<file path="src/rtl/seq_detector_param.sv">
// seq_detector_param
//   Serial pattern detector with a run-time programmable pattern of 1..MAX_LEN
//   bits. The reset default (pattern 101011, length 6) behaves like the fixed
//   6-bit detector it replaces.
//
//   Optional feature macro: SEQ_DETECTOR_MATCH_COUNT_EN
//     defined   -> saturating match counter drives match_count
//     undefined -> no counter flops; match_count is tied to 0
//
// Ports
//   clk          rising-edge clock
//   reset        synchronous, active-high reset
//   data_in      serial data bit
//   in_valid     data_in is consumed this cycle when high
//   overlap_en   1: overlapping matches allowed, 0: progress cleared after a match
//   pat_load     load pat_in / len_in this cycle (data bit is dropped)
//   pat_in       new pattern; bit [len-1] is received first, bit [0] last
//   len_in       new pattern length (0 clamps to 1, >MAX_LEN clamps to MAX_LEN)
//   data_out     one-cycle registered match pulse
//   state        valid history bits, capped at the current length
//   match_count  saturating count of matches
module seq_detector_param #(
    parameter int MAX_LEN = 8,
    parameter int LEN_W   = 4,
    parameter int CNT_W   = 8,
    parameter logic [MAX_LEN-1:0] DEFAULT_PAT = 8'b0010_1011,
    parameter int DEFAULT_LEN = 6
) (
    input  logic               clk,
    input  logic               reset,
    input  logic               data_in,
    input  logic               in_valid,
    input  logic               overlap_en,
    input  logic               pat_load,
    input  logic [MAX_LEN-1:0] pat_in,
    input  logic [LEN_W-1:0]   len_in,
    output logic               data_out,
    output logic [LEN_W-1:0]   state,
    output logic [CNT_W-1:0]   match_count
);

    logic [MAX_LEN-1:0] pat_q;
    logic [LEN_W-1:0]   len_q;
    logic [MAX_LEN-1:0] hist_q;

    logic [MAX_LEN-1:0] hist_shift;
    logic [MAX_LEN-1:0] len_mask;
    logic [LEN_W:0]     fill_inc;
    logic [LEN_W-1:0]   fill_next;
    logic [LEN_W-1:0]   len_clamped;
    logic               accept;
    logic               match;

    // pat_load wins over a data bit presented in the same cycle
    assign accept     = in_valid && !pat_load;
    assign hist_shift = {hist_q[MAX_LEN-2:0], data_in};
    assign fill_inc   = {1'b0, state} + 1'b1;

    always_comb begin
        len_mask = '0;
        for (int i = 0; i < MAX_LEN; i++) begin
            len_mask[i] = (i < int'(len_q));
        end
    end

    always_comb begin
        fill_next = state;
        if (fill_inc >= {1'b0, len_q}) begin
            fill_next = len_q;
        end else begin
            fill_next = fill_inc[LEN_W-1:0];
        end
    end

    // Only the low len bits take part; state guards against stale history
    assign match = accept && (fill_inc >= {1'b0, len_q}) &&
                   (((hist_shift ^ pat_q) & len_mask) == '0);

    always_comb begin
        len_clamped = len_in;
        if (len_in == '0) begin
            len_clamped = LEN_W'(1);
        end else if (int'(len_in) > MAX_LEN) begin
            len_clamped = LEN_W'(MAX_LEN);
        end
    end

    always_ff @(posedge clk) begin
        if (reset) begin
            pat_q    <= DEFAULT_PAT;
            len_q    <= LEN_W'(DEFAULT_LEN);
            hist_q   <= '0;
            state    <= '0;
            data_out <= 1'b0;
        end else if (pat_load) begin
            pat_q    <= pat_in;
            len_q    <= len_clamped;
            hist_q   <= '0;
            state    <= '0;
            data_out <= 1'b0;
        end else begin
            data_out <= match;
            if (accept) begin
                if (match && !overlap_en) begin
                    // non-overlap: the next match must be built from fresh bits
                    hist_q <= '0;
                    state  <= '0;
                end else begin
                    hist_q <= hist_shift;
                    state  <= fill_next;
                end
            end
        end
    end

`ifdef SEQ_DETECTOR_MATCH_COUNT_EN
    logic [CNT_W-1:0] cnt_q;

    always_ff @(posedge clk) begin
        if (reset) begin
            cnt_q <= '0;
        end else if (match && (cnt_q != '1)) begin
            cnt_q <= cnt_q + 1'b1;
        end
    end

    assign match_count = cnt_q;
`else
    assign match_count = '0;
`endif

endmodule

</file>
<file path="config.mk">
export PLATFORM = sky130hd
export DESIGN_NAME = seq_detector_param
export DESIGN_NICKNAME = d
export VERILOG_FILES = /design/src/rtl/seq_detector_param.sv
export SDC_FILE = /design/constraint.sdc
export NUM_CORES = 1
export LEC_CHECK = 0
export ABC_AREA = 1
export CORE_ASPECT_RATIO = 1.1
export CORE_MARGIN = 2
export CORE_UTILIZATION = 35
export CTS_CLUSTER_DIAMETER = 60
export DETAILED_ROUTE_END_ITERATION = 8
export PLACE_DENSITY_LB_ADDON = 0.08
export SLEW_MARGIN = 20
export SYNTH_ARGS = -nofsm -noshare
export SYNTH_HDL_FRONTEND = slang
export SYNTH_SLANG_ARGS = --single-unit
</file>
<file path="constraint.sdc">
create_clock -name clk -period 2 [get_ports clk]
set_input_delay 0.2 -clock clk [delete_from_list [all_inputs] [get_ports clk]]
set_output_delay 0.2 -clock clk [all_outputs]
set_load 0.01 [all_outputs]
</file>
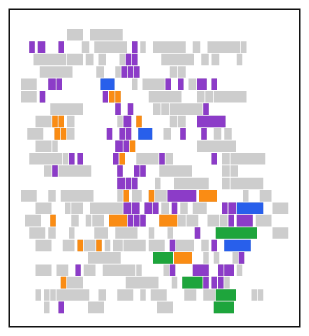
Figure 1: gate-type map.
family	color	cells
NAND gates	purple	67
XOR/XNOR gates	blue	4
adder and majority cells	green	5
NOR gates	orange	19

==> flow_metrics.tcl <==
# place-and-route summary
set metrics [dict create \
    seq_area_frac_synth 0.354 \
    routed_wl_um 3320 \
    final.period_utilization 0.959 \
    result_of_the_run "finished clean" \
    floorplanUtilization 0.369 \
    clock_tree.buffer_depth 2 \
    floorplan.rows 23 \
    swShare 0.287 \
    clk-insertion-delay-late_ns 0.27 \
    p_switching_uw 319 \
    final_hold_viol_count 0 \
    largest-register "pat_q" \
    clock_buffers 4 \
    drv_cap 0 \
    combPwrFrac 0.218 \
    final_period_minus_worst_setup_slack_ns 1.92 \
    total_leakage_power_uw 0.000809 \
    max_slew_margin 0.646 \
    syn2layout_area_growth_pct 32.0 \
    maxClockFrequency_mhz 521 \
    place.detailed.hpwl_um 2540 \
    design_area_um2 1790 \
    cts_hold_buffers 0 \
    num_tap_cells 50 \
    grt_max_degree 14 \
    nNonClkBuffers 32 \
    seq-cell-share 0.271 \
    worstSetupEndpointType "register" \
    critPathCapture "state[3]" \
    area.combinational_um2 797 \
    detailed_route_iter0_violations 25 \
    antenna_violations_before_repair 0 \
    routed_via_density 4.66 \
    power_frac_clock 0.304 \
    worst_hold_path.endpoint "pat_q[6]" \
    finalCoreUtilization 0.487 \
    routabilityCongestion 0.784 \
    clock_tree.root_cell "sky130_fd_sc_hd__clkbuf_8" \
    filler_cell_count 419 \
    worstPathBufferInverterCount 1 \
    synth-seq-cells 24 \
    pg_clk_uw 338 \
    global_route.usage.total 0.157 \
    synth.avg_cell_area_um2 6.76 \
]
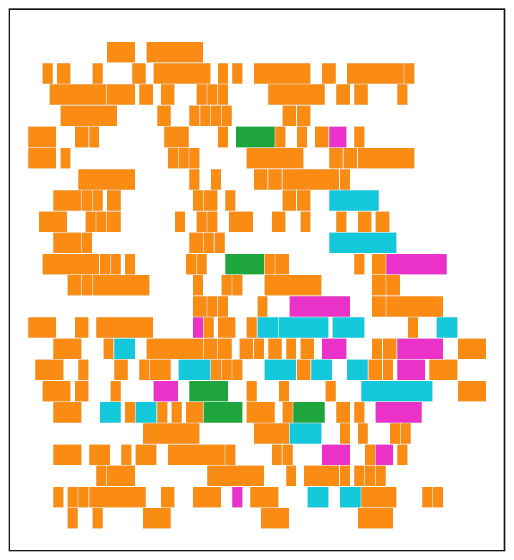
Figure 2: cell sizes after repair.
size	color	cells	share
drive 3 to 4	cyan	17	7.4%
drive 2	magenta	12	5.2%
drive 6 and up	green	5	2.2%
drive 1 or less	orange	197	85%

-- synth_stat cells --
master                     count  share of area
sky130_fd_sc_hd__nand2_1      53           0.15
sky130_fd_sc_hd__dfxtp_1      24           0.35
sky130_fd_sc_hd__inv_1        23          0.064
sky130_fd_sc_hd__o21ai_0      22          0.081
sky130_fd_sc_hd__nor2_1       16          0.044
sky130_fd_sc_hd__a21oi_1      15          0.055
sky130_fd_sc_hd__nand3_1      10          0.037
sky130_fd_sc_hd__buf_4         8          0.044
sky130_fd_sc_hd__clkbuf_1      5          0.014
sky130_fd_sc_hd__ha_1          5          0.046
sky130_fd_sc_hd__xor2_1        4          0.026
sky130_fd_sc_hd__inv_2         2         0.0055
sky130_fd_sc_hd__nand3_2       2          0.015
sky130_fd_sc_hd__nor2_4        2          0.017
sky130_fd_sc_hd__o211ai_1      2          0.011
sky130_fd_sc_hd__a211oi_1      1         0.0055
sky130_fd_sc_hd__buf_6         1         0.0083
sky130_fd_sc_hd__conb_1        1         0.0028
sky130_fd_sc_hd__nand2_2       1         0.0046
sky130_fd_sc_hd__nor2_2        1         0.0046
sky130_fd_sc_hd__o21ai_2       1         0.0064
sky130_fd_sc_hd__o22ai_1       1         0.0046
sky130_fd_sc_hd__or2_0         1         0.0046
-- routing by layer --
layer  vias to the layer above  track usage  wire [um]
met5                         -            0          0
met4                         0       0.0580         71
met3                         7       0.0244         93
met2                        20        0.274       1680
met1                       595        0.194       1470
li1                        687            -          -
-- cells by family (layout without fill, tap and decap cells) --
family	after synthesis	after routing
DFF	24	24
buffers and inverters	39	61
xor gates and xnor gates	4	4
other	1	8
AOI/OAI and AO/OA	42	42
and+or+nand+nor	86	87
adders and majority gates	5	5
